Design video_timing_gen, sky130hd; sources not shown.
Signal wires by layer:
Two of the layers only.
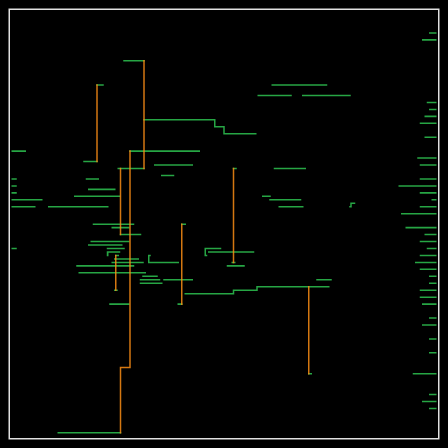
metal 3 -> green  # wire length 401 um
metal 4 -> orange  # wire length 164 um
via count: 3213
drt wl/cell: 14.50 um
GRT Total Usage: 24.06%
Routed Wire Length: 7974 um

Clock network drawn from the DEF:
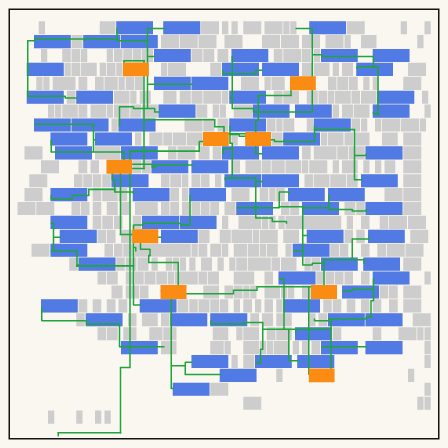
clock wires -> green  # length 905 um
flip-flops -> blue  # count 83
clock drivers -> orange  # count 9
flops lie = spread over the die
routed clock nets = 10
Worst Skew: 0.01059 ns
Late-Pin Clk Latency: 0.35 ns
clock network fraction of design power: 43.8%
clk pwr: 0.451 mW

Congestion heat map:
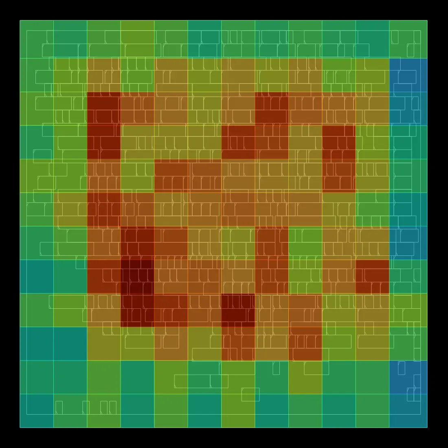
GR Util met2: 40.87%
Final Util: 66.83%
grt met1 use: 29.36%

==> results.cfg <==
; generated from flow reports
[setup_path]
crit_type = in -> reg
critPathMaxStageDelay_ns = 0.83
required_ns = 6.11

[floorplanning]
die_w_um = 83.70
die_height_um = 83.70
taps = 77

[yosys]
xor_share_pct = 7.157
ys_area_um2 = 3671
yosysWarnings = 6
synthSimpleGateAreaFrac_pct = 25.60
synth_cell_type_count = 36

[clock_tree]
clkTransAtPathRegs_ns = 0.08
cts_made_buffers = 9
hold_buffers = 0

[job]
cap_violations = 0
warnings = 28

[final_layout]
seq_share_pct = 38.93
drive_gt1_share_pct = 3.594
seqCellArea_um2 = 1662
lay_top_count = dfxtp_1
comb_cells = 313

[pwr]
internal-power_mw = 0.8219
p_sw_share_pct = 20.18
p_sw_mw = 0.2078
p_comb_share_pct = 1.2

[drt]
first_pass_iters = 4
highest_layer = met4
met3_length_um = 400

[global_routing]
grt_pass1_wl_um = 13630
met3_usage_pct = 4.550

[final_timing]
fin_crit_sh_pct = 53.88
finalSetupTns_ns = 0

[outcome]
status = completed
## critical path: cells and delay by family
| family | cells | cell delay (ns) |
|---|---|---|
| simple gates | 1 | 0.48 |
| buf+inv | 2 | 1.48 |
| compound gates | 2 | 0.29 |
## synth_stat cells, types with 3 or more instances
cell	n	area share, %
and3_1	8	1.4
xor2_1	12	2.9
nand4_1	17	2.9
buf_4	24	4.9
nand2_1	19	1.9
dfxtp_1	83	45
clkbuf_1	21	2.1
o31ai_1	3	0.61
nand3b_1	3	0.61
inv_1	11	1.1
nor4_1	8	1.4
nor2_1	43	4.4
and4_1	4	0.95
nand3_1	40	5.5
and2_1	3	0.51
nor3_1	10	1.4
xnor2_1	18	4.3
or4_1	4	0.82
o21ai_0	32	4.4
a21oi_1	36	4.9
ha_1	6	2.0
or3_1	12	2.0
No activity file was given, so power comes from the tool's default toggle rates.
